==> config.mk <==
export PLATFORM = sky130hd
export DESIGN_NAME = mem_port_arb
export DESIGN_NICKNAME = d
export VERILOG_FILES = /design/src/rtl/kgp_arb_pkg.sv /design/src/rtl/mem_lat_counter.sv /design/src/rtl/mem_port_arb.sv
export SDC_FILE = /design/constraint.sdc
export NUM_CORES = 1
export LEC_CHECK = 0
export ABC_AREA = 1
export CAP_MARGIN = 20
export CELL_PAD_IN_SITES_DETAIL_PLACEMENT = 1
export CELL_PAD_IN_SITES_GLOBAL_PLACEMENT = 2
export CORE_MARGIN = 1
export CORE_UTILIZATION = 19
export CTS_CLUSTER_DIAMETER = 30
export DETAILED_ROUTE_END_ITERATION = 6
export PLACE_DENSITY_LB_ADDON = 0.25
export SYNTH_ARGS = -nofsm -noshare
export SYNTH_HDL_FRONTEND = slang
export SYNTH_SLANG_ARGS = --single-unit
==> constraint.sdc <==
create_clock -name clkf -period 1.6 [get_ports clkf]
set_clock_uncertainty 0.15 [all_clocks]
set_input_delay 0.16 -clock clkf [delete_from_list [all_inputs] [get_ports clkf]]
set_output_delay 0.16 -clock clkf [all_outputs]
set_load 0.05 [all_outputs]
**Run 1: routed clock nets over the placement**

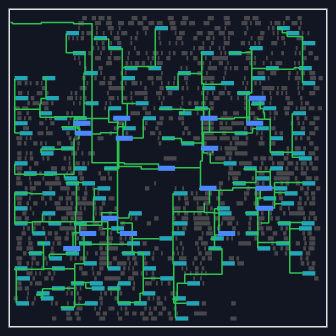
[blue] cells driving clock nets | count: 17
[green] clock wires | length: 2410 um
[cyan] flip-flops | count: 139
routed clock nets: 18
flops lie: widely spread
clock network power share: 34.8%
clock latency on the worst-skew pair: 420 ps
Clock net power: 4020 uW

**Run 1: logic cells by family**

Bar = 50 um.
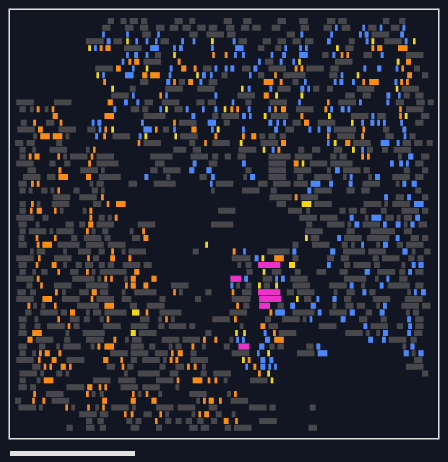
| colour | family | cells |
|---|---|---|
| yellow | inverters | 50 |
| blue | NAND gates | 217 |
| orange | NOR gates | 207 |
| magenta | adder and majority cells | 6 |
most frequent logic cell in the layout: buf_4
Final Non-Filler Cells: 1467

**Run 1: drive-strength map**

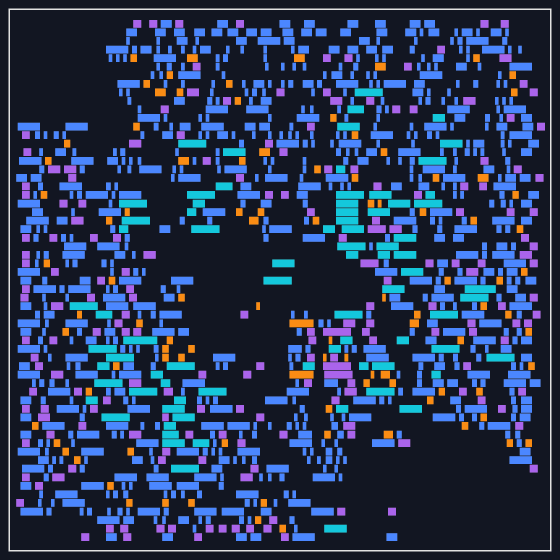
| colour | size | cells | share |
|---|---|---|---|
| cyan | drive 6 and up | 77 | 7.1% |
| blue | drive 1 or less | 730 | 67% |
| orange | drive 2 | 96 | 8.8% |
| purple | drive 3 to 4 | 185 | 17% |
area of all placed cells without fillers: 0.0102 mm2
Non-clk bufs: 332
post-route worst setup slack: -138 ps
Layout Area Growth over Synthesis: 85.6%

==> Implementation_results.wiki <==
== Run summary ==
{| class="wikitable"
! Metric !! Value
|-
| Simple-Gate Fraction of Synth Area || 30.8%
|-
| Critical path depth || 9
|-
| Detailed Route Iter0 Violations || 154
|-
| Syn Nets || 912
|-
| Fraction of synthesized cell area in xor and xnor cells || 0%
|-
| Count of library flops with an enable pin || 0
|-
| Critical-path top delay cell || dfxtp_2
|-
| Number of nets in the layout || 1214
|-
| Cell accounting for the most synthesized area || dfxtp_1
|-
| Remaining antenna violation count || 0
|-
| Number of cells in the yosys synthesis report || 773
|-
| Data required, critical path || 1760 ps
|-
| Arrival time worst endpoint || 1900 ps
|-
| Most instantiated library cell after synthesis || nor2_1
|-
| Clock root buffer || clkbuf_16
|-
| Final GP Congestion || 0.696
|-
| Routed len/inst || 16.2 um
|-
| Number of warning messages in the yosys log || 0
|-
| Primary FF master, synth || dfxtp_1
|-
| Gr ovfl total || 0
|-
| Horizontal die dimension || 172 um
|-
| Area taken by flip-flops and latches || 0.00279 mm2
|-
| Bufs and invs on worst path || 4
|-
| Area of the mapped netlist || 0.00547 mm2
|-
| Area of the core || 0.0281 mm2
|-
| Die Footprint || 0.0295 mm2
|-
| Synthesized area per cell || 7.08 um2
|-
| Post-route worst setup slack || -138 ps
|-
| Clock transition time at the flip-flop clock pins of the worst setup and hold paths || 70 ps
|-
| Maximum clock frequency || 575 MHz
|-
| Number of cells on the worst hold path || 3
|-
| Mux share || 0%
|-
| Placed insts || 1405
|-
| Synth Instances || 773
|-
| HPWL after detailed placement || 15600 um
|-
| Share of layout cells above drive strength 1 || 32.9%
|-
| Failing checks || setup timing
|-
| Max VDD drop || 476 uV
|-
| Final Max-Slew Violation Tally || 0
|-
| Register-to-Register Setup Slack || -140 ps
|-
| Number of hold violations in the final report || 0
|-
| Area taken by multi-input logic gates || 0.00276 mm2
|-
| Number of antenna violations at the first check in global routing || 1
|-
| Max capacitance violation total || 0
|-
| Final total power || 11600 uW
|-
| Capturing element type of the critical path || register
|-
| Slew at the pin closest to its max-slew limit || 362 ps
|-
| Global-route wire length before repair || 34000 um
|-
| Class of the most critical hold timing path || input pin to register
|-
| Synthesized registers || 139
|-
| Vias per std cell || 4.18
|-
| Adder Share, Synth || 1.37%
|-
| Sink Count || 139
|-
| CP max stage delay || 340 ps
|-
| GRT Total Usage || 15.1%
|-
| Port-buffer cells || 265
|-
| Headroom to the max-slew limit || 75.9%
|-
| Number of buffers between clock root and the deepest sink || 2
|-
| RSZ-0062 raised after global routing || true
|-
| Unique masters post-synth || 18
|-
| Starting density of the core || 19.5%
|-
| Leakage Power || 0.00459 uW
|-
| TritonCTS clock tree || yes
|-
| Power Density || 1140 mW/mm2
|-
| Number of setup violations in the final report || 119
|-
| Async S/R FF share, synth || 0%
|-
| Number of placement rows || 61
|-
| Number of global-route vias before repair || 5948
|-
| Run status || finished, violations left
|-
| Share of the cycle needed by the critical path after routing || 109%
|-
| Fin crit period || 1740 ps
|-
| Crit path launch type || register
|-
| Area after detailed placement || 0.00857 mm2
|-
| Kind of cell with the highest combined delay on the critical path || buffers and inverters
|-
| Vias || 6127
|-
| Complex-gate fraction of the synthesized area || 9.70%
|-
| Log Warnings || 33
|-
| Htree depth || 4
|-
| Portion of the post-synthesis area used by sequential elements || 50.9%
|-
| Wire length after detailed routing || 23800 um
|-
| Most frequent cells after synthesis || 207 x nor2_1, 144 x nand2_1, 139 x dfxtp_1
|-
| Total cell area reported by yosys after synthesis || 0.00547 mm2
|-
| DR DRC count || 0
|-
| Overall die height || 172 um
|-
| Io pins || 266
|-
| Worst hold slack || 163 ps
|-
| Number of inserted filler cells in the final layout || 3367
|-
| Worst setup path category || register to register
|-
| Depth of the worst register-to-register path || 9
|-
| Fraction of synthesized cell area taken by the top area cell type || 50.9%
|-
| Top cells by area || dfxtp_1 51%, nor2_1 14%, nand2_1 9.9%, nand3_1 6.4%, o21ai_0 5.9%
|-
| Num CTS Buffers || 17
|-
| Largest net degree at the start of global routing || 38
|-
| Critical path cell sequence || buf_4 > buf_6 > ha_4 > nand2_4 > nor2_4 > clkinv_4 > clkbuf_16 > nor2_2 > nor2_1
|-
| Comb area leader || simple AND/OR/NAND/NOR gates
|-
| Drt pass-1 iters || 4
|-
| Crit path max fanout || 6
|}
## run 1: kinds of logic (layout without fill, tap and decap cells)
logic type | count (synthesis) | count (layout)
AND/OR/NAND/NOR | 424 | 424
flip-flops | 139 | 139
AND-OR/OR-AND | 105 | 105
buffers and inverters | 99 | 414
adder cells (fa/ha/maj) | 6 | 6
other | 0 | 1
## run 1: power breakdown
part           total (uW)  internal [uW]  switching [uW]
sequential           3930           3750             185
combinational        3610           1480            2120
clock                4020           2210            1820
total               11600           7440            4120
## run 1: layer usage
layer | track usage, % | vias up | wire length (um)
met1 | 18.4 | 2876 | 10100
met5 | 0 | - | 0
met3 | 5.38 | 24 | 1860
li1 | - | 3050 | -
met2 | 24.5 | 177 | 11500
met4 | 4.66 | 0 | 341
## run 1: repair_timing
action                                  CTS  global route
resized                                  27           155
cloned                                    7            12
endpoints found under the setup margin   84           136
hold buffers                              1             0
hold endpoints to repair                  1             0
pin swaps                                 3            26
setup buffers                             8             8
## run 1: metrics by stage
step,utilization [%],worst slack (ps),setup TNS (ps)
2_1_floorplan,-,-136,-8430
3_3_place_gp,30.5,-93.3,-4210
3_5_place_dp,30.5,-126,-5260
4_1_cts,33.8,-123,-6810
5_1_grt,36.1,-229,-19170
6_report,36.2,-138,-8200
## run 1: worst min-delay path, cell delays in order
cell	delay [ps]
clkdlybuf4s50_1	390
nand3_1	80
a21oi_1	50
## run 1: layout by cell type (no fill, tap or decap), types with 2 or more instances in the layout
cell,synthesis,layout
o21ai_0,65,59
a21oi_2,1,4
clkdlybuf4s50_1,0,131
buf_8,0,5
nor2_4,0,18
nand3_2,0,7
nand2_1,144,113
ha_1,6,3
nor2_2,0,48
nand4_1,3,3
nand2_4,0,5
clkbuf_16,0,26
inv_6,0,7
buf_6,0,11
nand3_1,70,63
buf_4,3,151
dfxtp_1,139,137
clkinvlp_4,0,4
inv_8,0,4
a21oi_1,37,33
inv_2,3,7
ha_4,0,3
buf_12,0,22
o21ai_1,1,6
nand2_2,0,26
nor2_1,207,141
inv_1,46,39
dfxtp_2,0,2
## run 1: layout make-up
class | count | area share, %
Multi-Input combinational cell | 535 | 27.1
Clock buffer | 17 | 4.19
Clock inverter | 15 | 1.50
Timing Repair Buffer | 332 | 33.0
Tap cell | 378 | 4.66
Sequential cell | 139 | 27.4
Inverter | 50 | 2.03
Antenna cell | 1 | 0.0246
No activity file was given, so power comes from the tool's default toggle rates.
